--- config.mk ---
export PLATFORM = sky130hd
export DESIGN_NAME = piso_stream
export DESIGN_NICKNAME = d
export VERILOG_FILES = /design/src/rtl/piso_stream_pkg.sv /design/src/rtl/piso_slice_mux.sv /design/src/rtl/piso_stream.sv
export SDC_FILE = /design/constraint.sdc
export NUM_CORES = 1
export LEC_CHECK = 0
export CAP_MARGIN = 40
export CORE_ASPECT_RATIO = 0.8
export CORE_MARGIN = 10
export CORE_UTILIZATION = 59
export DETAILED_ROUTE_END_ITERATION = 7
export GPL_TIMING_DRIVEN = 1
export PLACE_DENSITY = 0.91
export SLEW_MARGIN = 20
export SYNTH_ARGS = -nofsm -noshare
export SYNTH_HDL_FRONTEND = slang
export SYNTH_HIERARCHICAL = 1
export SYNTH_SLANG_ARGS = --single-unit
--- constraint.sdc ---
create_clock -name clk -period 7.1 [get_ports clk]
set_input_delay 0.71 -clock clk [delete_from_list [all_inputs] [get_ports clk]]
set_output_delay 0.71 -clock clk [all_outputs]
set_load 0.05 [all_outputs]
--- src/rtl/piso_stream_pkg.sv ---
// ============================================================================
// piso_stream_pkg: state encoding and count-width helper shared by serializers.
// Revision: 1.0
// ============================================================================
`default_nettype none

package piso_stream_pkg;

  typedef enum logic [1:0] {
    ST_EMPTY  = 2'd0,
    ST_ACTIVE = 2'd1,
    ST_FULL   = 2'd2
  } piso_state_t;

  // Width of a counter that must hold values 0..n inclusive.
  function automatic int count_width(input int n);
    return (n < 1) ? 1 : $clog2(n + 1);
  endfunction

endpackage

`default_nettype wire

--- src/rtl/piso_slice_mux.sv ---
// ============================================================================
// piso_slice_mux: picks the output-end slice of the shift register, zero when idle.
// Revision: 1.0
// ============================================================================
`default_nettype none

module piso_slice_mux #(
  parameter int DATA_OUT_WIDTH = 16,
  parameter int LSB_FIRST      = 1
) (
  input  logic [DATA_OUT_WIDTH-1:0] lo_slice,
  input  logic [DATA_OUT_WIDTH-1:0] hi_slice,
  input  logic                      valid,
  output logic [DATA_OUT_WIDTH-1:0] data_out
);

  logic [DATA_OUT_WIDTH-1:0] slice;

  assign slice    = (LSB_FIRST != 0) ? lo_slice : hi_slice;
  assign data_out = valid ? slice : '0;

endmodule

`default_nettype wire

--- src/rtl/piso_stream.sv ---
// ============================================================================
// piso_stream: parallel-in serial-out streamer with a one-word holding buffer.
// Revision: 1.0
// ============================================================================
`default_nettype none

module piso_stream
  import piso_stream_pkg::*;
#(
  parameter int DATA_IN_WIDTH  = 64,
  parameter int DATA_OUT_WIDTH = 16,
  parameter int LSB_FIRST      = 1,
  localparam int NUM_WORDS     = DATA_IN_WIDTH / DATA_OUT_WIDTH,
  localparam int CW            = count_width(NUM_WORDS)
) (
  input  logic                      clk,
  input  logic                      reset,
  input  logic                      in_valid,
  output logic                      in_ready,
  input  logic [DATA_IN_WIDTH-1:0]  data_in,
  input  logic [CW-1:0]             in_count,
  output logic                      out_valid,
  input  logic                      out_ready,
  output logic [DATA_OUT_WIDTH-1:0] data_out,
  output logic                      out_last,
  output logic                      busy
);

  if ((DATA_IN_WIDTH % DATA_OUT_WIDTH) != 0 || NUM_WORDS < 2) begin : g_bad_params
    $fatal(1, "piso_stream: DATA_IN_WIDTH must be a multiple (>=2x) of DATA_OUT_WIDTH");
  end

  localparam logic [CW-1:0] FULL_CNT = CW'(NUM_WORDS);
  localparam logic [CW-1:0] ONE_CNT  = CW'(1);

  piso_state_t              state, state_n;
  logic [DATA_IN_WIDTH-1:0] sr, sr_n, hb, hb_n, sr_shift;
  logic [CW-1:0]            rem, rem_n, hb_cnt, hb_cnt_n, in_eff;
  logic                     hb_valid, in_fire, out_fire, is_last, last_fire;

  assign hb_valid  = (state == ST_FULL);
  assign in_ready  = !hb_valid;
  assign out_valid = (rem != '0);
  assign out_last  = (rem == ONE_CNT);
  assign busy      = out_valid || hb_valid;

  assign in_fire   = in_valid && in_ready;
  assign out_fire  = out_valid && out_ready;
  assign is_last   = (rem == ONE_CNT);
  assign last_fire = out_fire && is_last;

  // A zero or oversized count means "the whole word".
  assign in_eff   = (in_count == '0 || in_count > FULL_CNT) ? FULL_CNT : in_count;
  assign sr_shift = (LSB_FIRST != 0) ? (sr >> DATA_OUT_WIDTH) : (sr << DATA_OUT_WIDTH);

  always_ff @(posedge clk or posedge reset) begin
    if (reset) begin
      state  <= ST_EMPTY;
      sr     <= '0;
      rem    <= '0;
      hb     <= '0;
      hb_cnt <= '0;
    end else begin
      state  <= state_n;
      sr     <= sr_n;
      rem    <= rem_n;
      hb     <= hb_n;
      hb_cnt <= hb_cnt_n;
    end
  end

  always_comb begin
    state_n  = state;
    sr_n     = sr;
    rem_n    = rem;
    hb_n     = hb;
    hb_cnt_n = hb_cnt;
    unique case (state)
      ST_EMPTY: begin
        if (in_fire) begin
          sr_n    = data_in;
          rem_n   = in_eff;
          state_n = ST_ACTIVE;
        end
      end
      ST_ACTIVE: begin
        if (out_fire && !is_last) begin
          sr_n  = sr_shift;
          rem_n = rem - ONE_CNT;
        end
        if (last_fire) begin
          // Reloading straight from the input keeps back-to-back words gapless.
          if (in_fire) begin
            sr_n  = data_in;
            rem_n = in_eff;
          end else begin
            sr_n    = '0;
            rem_n   = '0;
            state_n = ST_EMPTY;
          end
        end else if (in_fire) begin
          hb_n     = data_in;
          hb_cnt_n = in_eff;
          state_n  = ST_FULL;
        end
      end
      ST_FULL: begin
        if (out_fire) begin
          if (is_last) begin
            sr_n     = hb;
            rem_n    = hb_cnt;
            hb_n     = '0;
            hb_cnt_n = '0;
            state_n  = ST_ACTIVE;
          end else begin
            sr_n  = sr_shift;
            rem_n = rem - ONE_CNT;
          end
        end
      end
      default: begin
        state_n = ST_EMPTY;
      end
    endcase
  end

  piso_slice_mux #(
    .DATA_OUT_WIDTH (DATA_OUT_WIDTH),
    .LSB_FIRST      (LSB_FIRST)
  ) u_slice_mux (
    .lo_slice (sr[DATA_OUT_WIDTH-1:0]),
    .hi_slice (sr[DATA_IN_WIDTH-1 -: DATA_OUT_WIDTH]),
    .valid    (out_valid),
    .data_out (data_out)
  );

endmodule

`default_nettype wire

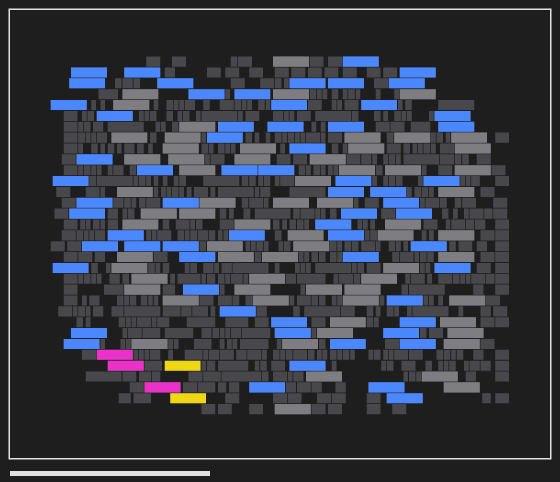
*Where the registers sit, run 1*
The bar under the picture is 50 µm long. Other sequential cells in the stronger gray, the rest of the logic in the fainter gray.
- state: yellow (sequential cells 2)
- hb_cnt: magenta (sequential cells 3)
- hb: blue (sequential cells 64)
- not colored: 67
fraction of area in registers: 0.442
flip-flop and latch power: 1.41 mW
register area: 3400 µm²
Final Core Density: 0.746

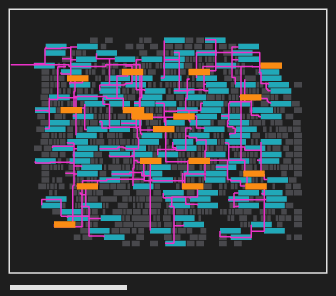
*Routed clock nets over the placement, run 1*
The bar under the picture is 50 µm long.
- cells driving clock nets: orange (count 17)
- flip-flops: cyan (count 136)
- clock wires: magenta (length 1590 µm)
- routed clock nets: 18

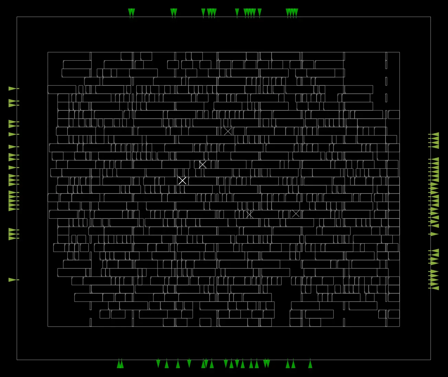
*Cell placement, run 1*
num tapcells: 140
Final Non-Filler Cells: 871
filler cell count: 686
core region area: 10300 µm²
Flops: 136

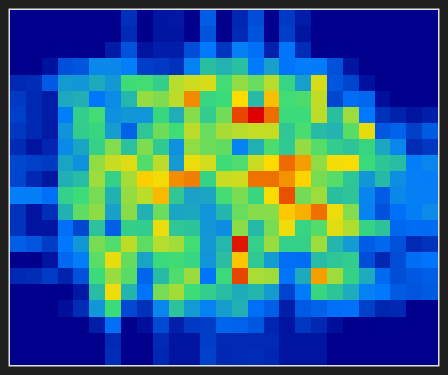
*Signal metal coverage by tile, run 1*
The die is cut into 27 by 22 equal tiles; dark blue is low, red is high, scaled to the fullest tile. Values are wire area over tile area, all layers added.
- fullest tile: 0.65
- nearly empty tiles: 20%
- densest ninth of the die: center
- tiles over half the peak: 22%
- mean over tiles: 0.19
- emptiest ninth of the die: upper right

==> CHANGELOG.md, run 1 <==
## Implementation

- Outcome: finished, violations left
- Failing checks: design-rule violations
- Unrepaired setup endpoints after global routing: false
- Worst setup SP type: register
- Total power: 4.15 mW
- Final period util: 0.486
- Setup TNS: 0 ps
- Top cells by count, synth: 136 x dfrtp_1, 136 x nand2_1, 68 x nor2_1
- CTS tree: yes
- Area growth syn-to-layout: 22.7%
- Top area cells in the synthesized netlist: dfrtp_1 54%, nand2_1 8.1%, a222oi_1 7.5%, a21oi_1 5.3%, o21ai_0 5.3%
- Max cap viols: 0
- Final setup viols: 0
- Hold crit path type: register to register
- Die y size: 112 µm
- Mapped Area: 6270 µm²
- Total CTS buffers: 17
- Chip Area, Yosys: 6270 µm²
- I/O pin cnt: 91
- Post-CTS sizing: 0
- Clk latency late pin: 420 ps
- Post-synthesis register bit count: 136
- Tmin final: 3450 ps
- Cell Type Count: 36
- # Cells Yosys: 657
- Fin Clk Skew: 5.20 ps
- Ys Warns: 6
- Flip-flops with a built-in enable: 0
- Tally of OpenROAD warnings: 31
- Average routed wire per standard cell: 19.4 µm
- DP Area: 7190 µm²
- Root Driver: clkbuf_16
- Synth area leader: dfrtp_1
- Vias in the first global route: 5396
- Arr. time, crit path: 3780 ps
- Layout cells sized above 1: 0.0739
- Clock slew at reported path FFs: 50 ps
- Vias per inst: 6.33
- Crit Path Max Fanout: 70
- Seq share, synth: 0.543
- Residual DRC count: 11
- Asr flop ratio synth: 1.00
- CTS sink count: 136
- Die Size: 15200 µm²
- Fin. Hold Viols: 0
- Relative slew slack: 0.499
- Crit end category: register
- Synth Instances: 657
- Maximum root-to-sink buffer count: 2
- Remaining Overflow, GRT: 0
- DRT Pass-1 Iters: 8
- Antenna viol nets, final: 0
- Worst-margin pin slew: 751 ps
- Final Net Count: 799
- Avg Inst Size Synth: 9.54 µm²
- Fin worst setup slack: 3650 ps
- Vias: 5514
- WL final: 16900 µm
- Die Width: 135 µm
- CP Class: register to register
- Slew Viols, Final: 0
- Post-CTS Setup Inserts: 0
run 1: flip-flops by register name, indices dropped and copies added (netlist names):
name / flops
hb: 64
sr: 64
state: 2
hb_cnt: 3
rem: 3
run 1: layer usage:
metal	GRT usage	vias to the layer above	wire length (µm)
li1	-	2466	-
met1	0.277	2666	6660
met2	0.348	340	8160
met3	0.0619	42	1680
met4	0.0766	0	381
met5	0	-	0
run 1: power by group:
group          total, mW  internal, mW  switching (mW)
sequential          1.41          1.17           0.241
combinational       1.97         0.713            1.26
clock              0.773         0.469           0.304
run 1: worst paths after layout:
| check | slack, ps | endpoint | startpoint | cells after the start |
|---|---|---|---|---|
| worst max-delay path | 3650 | sr[21]$_DFFE_PP0P_ | state[0]$_DFFE_PP0P_ | 9 |
| worst min-delay path | 480 | hb[54]$_DFFE_PP0P_ | hb[54]$_DFFE_PP0P_ | 2 |
| worst max register to register | 3650 | sr[21]$_DFFE_PP0P_ | state[0]$_DFFE_PP0P_ | 9 |
| worst min register to register | 480 | hb[54]$_DFFE_PP0P_ | hb[54]$_DFFE_PP0P_ | 2 |
| max in group asynchronous | 5160 | hb[45]$_DFFE_PP0P_ | reset | 4 |
| min in group asynchronous | 770 | sr[8]$_DFFE_PP0P_ | reset | 2 |
run 1: stage by stage:
step / instances / util / hold WS, ps
2_1_floorplan: 657 / - / 442
3_3_place_gp: 837 / 0.688 / 461
3_5_place_dp: 841 / 0.696 / 471
4_1_cts: 871 / 0.746 / 483
5_1_grt: 871 / 0.746 / 508
6_report: 871 / 0.746 / 484
run 1: worst max-delay path: stages (launching register included):
cell and delay [ps]:
dfrtp_1 370, inv_1 90, ha_1 380, inv_2 470, nand2_1 250, o32ai_4 270
buf_4 520, buf_4 640, nor2_1 130, a21oi_1 180
run 1: cell families after synthesis:
kind of cell / count (synthesis) / synth area share
buffers and inverters: 68 / 0.0565
DFF: 136 / 0.543
AOI/OAI and AO/OA: 215 / 0.231
adders and majority gates: 8 / 0.0160
muxes: 1 / 0.00160
and+or+nand+nor: 229 / 0.153
run 1: cell type report:
type | count | area, µm²
tap | 140 | 175
sequential | 136 | 3400
fill | 686 | 2630
inverter | 12 | 47.5
timing repair buffer | 100 | 1030
clock inverter | 3 | 17.5
multi-input combinational | 453 | 2530
clock buffer | 27 | 493
run 1: placed cells by master (no fill, tap or decap), drive strengths merged, types with 2 or more instances in the layout:
cell             n
nand2b           3
o22ai            2
dfrtp          136
inv             12
clkinv           2
a21oi           67
a32o             3
o21ai           68
buf             10
ha               8
nor2            68
and2            17
a222oi          47
nand2          136
o41ai            2
clkdlybuf4s50   90
a22oi           18
clkbuf          27
### Cells by drive strength, run 1

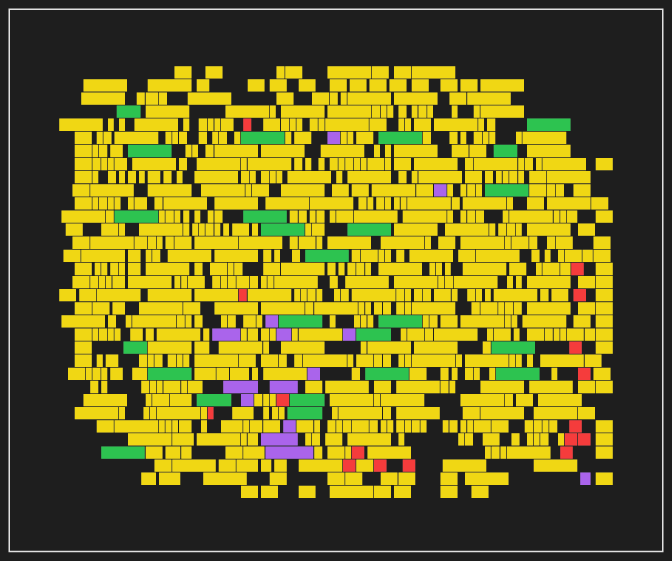

==> inputs of run 2 (changes only) <==
--- a/config.mk
+++ b/config.mk
@@ -8,10 +8,10 @@
 export CAP_MARGIN = 40
 export CORE_ASPECT_RATIO = 0.8
 export CORE_MARGIN = 10
-export CORE_UTILIZATION = 59
+export CORE_UTILIZATION = 54
 export DETAILED_ROUTE_END_ITERATION = 7
 export GPL_TIMING_DRIVEN = 1
-export PLACE_DENSITY = 0.91
+export PLACE_DENSITY = 0.84
 export SLEW_MARGIN = 20
 export SYNTH_ARGS = -nofsm -noshare
 export SYNTH_HDL_FRONTEND = slang
==> constraint.sdc (replaced) <==
create_clock -name clk -period 3.3 [get_ports clk]
set_input_delay 0.33 -clock clk [delete_from_list [all_inputs] [get_ports clk]]
set_output_delay 0.33 -clock clk [all_outputs]
set_load 0.05 [all_outputs]
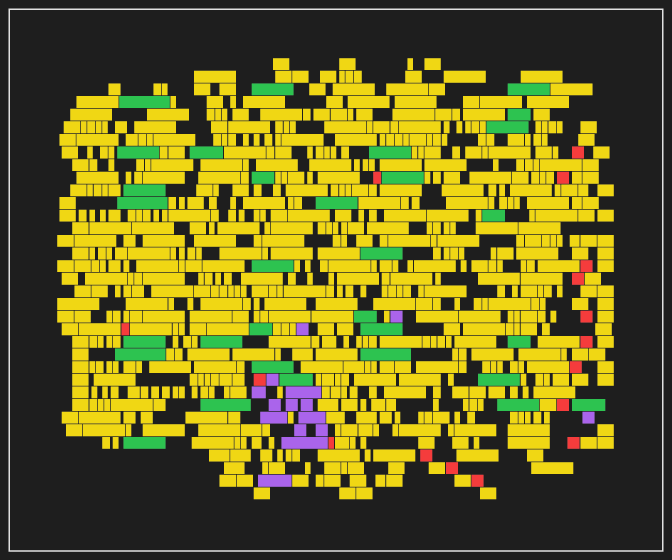
*Cells by drive strength, run 2*
- drive 6 and up: green (cells 31; most used clkbuf_16)
- drive 1 or less: yellow (cells 672)
- drive 3 to 4: purple (cells 15; most used buf_4)
- drive 2: red (cells 16; most used and2_2)
cell area after layout: 7870 µm²
Area growth syn-to-layout: 25.5%

==> CHANGELOG.md, run 2 <==
## Implementation

- Asr flop ratio synth: 1.00 (unchanged)
- Worst-margin pin slew: 728 ps (-23.5 ps)
- Max cap viols: 0 (unchanged)
- Top area cells in the synthesized netlist: dfrtp_1 54%, nand2_1 8.1%, a222oi_1 7.5%, a21oi_1 5.3%, o21ai_0 5.3%
- Root Driver: clkbuf_16
- Average routed wire per standard cell: 19.4 µm (-0.14%)
- GPL Wtd Cong: 0.802
- Crit end category: output pin
- Setup TNS: 0 ps (unchanged)
- Layout cells sized above 1: 0.0845 (+0.0106)
- Top cells by count, synth: 136 x dfrtp_1, 136 x nand2_1, 68 x nor2_1
- Remaining Overflow, GRT: 0 (unchanged)
- Top Registers: hb (64), sr (64)
- Filler cell count: 825 (+20%)
- Total GRT Usage: 0.210
- Post-CTS Setup Inserts: 0 (unchanged)
- Chip Area, Yosys: 6270 µm² (unchanged)
- Dominant flop cell: dfrtp_1
- Tally of OpenROAD warnings: 33 (+6.5%)
- Synth Instances: 657 (unchanged)
- Crit path max-delay family: buffers and inverters
- Number of diodes: 0
- Core region area: 11400 µm² (+11%)
- Port Buffers: 90
- I/O pin cnt: 91 (unchanged)
- Ys Warns: 6 (unchanged)
- Synth area leader: dfrtp_1
- Unrepaired setup endpoints after global routing: false
- Vias per inst: 6.12 (-3.3%)
- Cell Type Count: 36 (unchanged)
- Slowest cell on crit path: clkdlybuf4s50_1
- Placed insts: 850 (+1.1%)
- CTS sink count: 136 (unchanged)
- DRT Pass-1 Iters: 7 (-1)
- Synth top area share: 0.543
- Hold crit path type: primary input to asynchronous set/reset pin
- Cell chain of the critical path: inv_1 > ha_1 > nand2b_1 > and2_2 > clkdlybuf4s50_1
- Final setup viols: 0 (unchanged)
- Leak: 3.47 nW
- CTS tree: yes
- Starting density of the core: 0.549
- Post-synthesis register bit count: 136 (unchanged)
- Avg Inst Size Synth: 9.54 µm² (unchanged)
- CP Class: register to output pin
- Seq share, synth: 0.543 (unchanged)
- Maximum VDD drop: 0.593 mV
- Tmin final: 2920 ps
- Flip-flops with a built-in enable: 0 (unchanged)
- Initial antenna violation count: 0
- 1st-iter DRT viols: 850
- Final Net Count: 800 (+0.13%)
- Fin Clk Skew: 5.26 ps (+0.0697 ps)
- Vias: 5397 (-2.1%)
- Top Layout Cells: 136 x nand2_1, 136 x dfrtp_1, 90 x clkdlybuf4s50_1, 68 x nor2_1
- Worst setup SP type: register
- Maximum root-to-sink buffer count: 2 (unchanged)
- Site Rows: 35
- Die y size: 116 µm (+3.7%)
- Die Size: 16400 µm² (+7.7%)
- First-pass GRT wire length: 27700 µm
- Outcome: completed
- Clock slew at reported path FFs: 60 ps (about the same)
- Syn Nets: 736
- Die Width: 140 µm (+3.9%)
- Mapped Area: 6270 µm² (unchanged)
- H-tree levels: 4
- Largest net degree at the start of global routing: 137
- Antenna viol nets, final: 0 (unchanged)
- Worst Path Required: 2970 ps
- Detail Placement HPWL: 10800 µm
- Final period util: 0.885
- Arr. time, crit path: 2590 ps (-1190 ps)
- Relative slew slack: 0.515 (+0.0156)
- Critical path buffers and inverters: 2 (-2)
- Post-CTS sizing: 0 (unchanged)
- CP max stage delay: 800 ps (+160 ps)
- Residual DRC count: 0 (-11)
- Final Non-Filler Cells: 882 (+1.3%)
- Crit Path Max Fanout: 20 (-71%)
- Total CTS buffers: 17 (unchanged)
- PwrDens: 1190 nW/µm²
- Hold-fix buffers, CTS: 0
- Slew Viols, Final: 0 (unchanged)
- Final Core Density: 0.688 (-0.0572)
- Clk latency late pin: 420 ps (about the same)
- # Cells Yosys: 657 (unchanged)
- Vias in the first global route: 5490 (+1.7%)
- Fmax: 342 MHz
- Fin. Hold Viols: 0 (unchanged)
- WL final: 17100 µm (+1.1%)
==> run 2: worst paths after layout <==
check                                           from                   end  slack (ps)  cells after the start
worst max-delay path              rem[0]$_DFFE_PP0P_           data_out[6]         380                      5
worst min-delay path                           reset     sr[1]$_DFFE_PP0P_         450                      3
worst max register to register  state[0]$_DFFE_PP0P_    sr[23]$_DFFE_PP0P_         740                      7
worst min register to register    hb[62]$_DFFE_PP0P_    hb[62]$_DFFE_PP0P_         480                      2
max in group asynchronous                      reset  state[1]$_DFFE_PP0P_        2290                      3
min in group clk                  hb[62]$_DFFE_PP0P_    hb[62]$_DFFE_PP0P_         480                      2
==> run 2: cell type report <==
| type | count | area [µm²] | area share |
|---|---|---|---|
| tap | 148 | 185 | 0.0235 |
| clock buffer | 25 | 515 | 0.0655 |
| multi-input combinational | 453 | 2530 | 0.322 |
| sequential | 136 | 3400 | 0.433 |
| inverter | 12 | 48.8 | 0.00620 |
| clock inverter | 7 | 160 | 0.0204 |
| timing repair buffer | 101 | 1020 | 0.130 |
==> run 2: logic make-up after synthesis <==
kind of cell             after synthesis  share of synthesized area
AND/OR/NAND/NOR                      229                      0.153
multiplexers                           1                    0.00160
AND-OR/OR-AND                        215                      0.231
flip-flops                           136                      0.543
adder cells (fa/ha/maj)                8                     0.0160
buffers and inverters                 68                     0.0565
==> run 2: tightest hold or removal path, stage by stage <==
cell             delay [ps]
clkdlybuf4s50_1         440
clkinvlp_4              100
buf_12                  480
==> run 2: where the power goes <==
group | leakage, nW | internal [mW] | switching (mW)
combinational | 1.49 | 1.54 | 2.68
clock | 0.333 | 1.46 | 0.688
sequential | 1.64 | 2.51 | 0.520
total | 3.47 | 5.51 | 3.89
==> run 2: layer usage <==
metal  track usage  wire length, µm  vias to the layer above
li1              -                -                     2468
met1         0.272             7200                     2598
met2         0.334             8030                      306
met3        0.0561             1540                       25
met4        0.0762              291                        0
met5             0                0                        -
==> run 2: through the flow <==
step                hold slack, ps  total power, mW  setup WS (ps)  instance area (µm²)
floorplan                      427             6.07           1010                 6270
global placement               461             6.93            879                 7190
detailed placement             471             7.17            773                 7190
CTS                            486             9.38            327                 7870
global route                   508             9.99            263                 7870
finish                         451             9.40            379                 7870
Power is estimated from default activity; no workload was simulated.
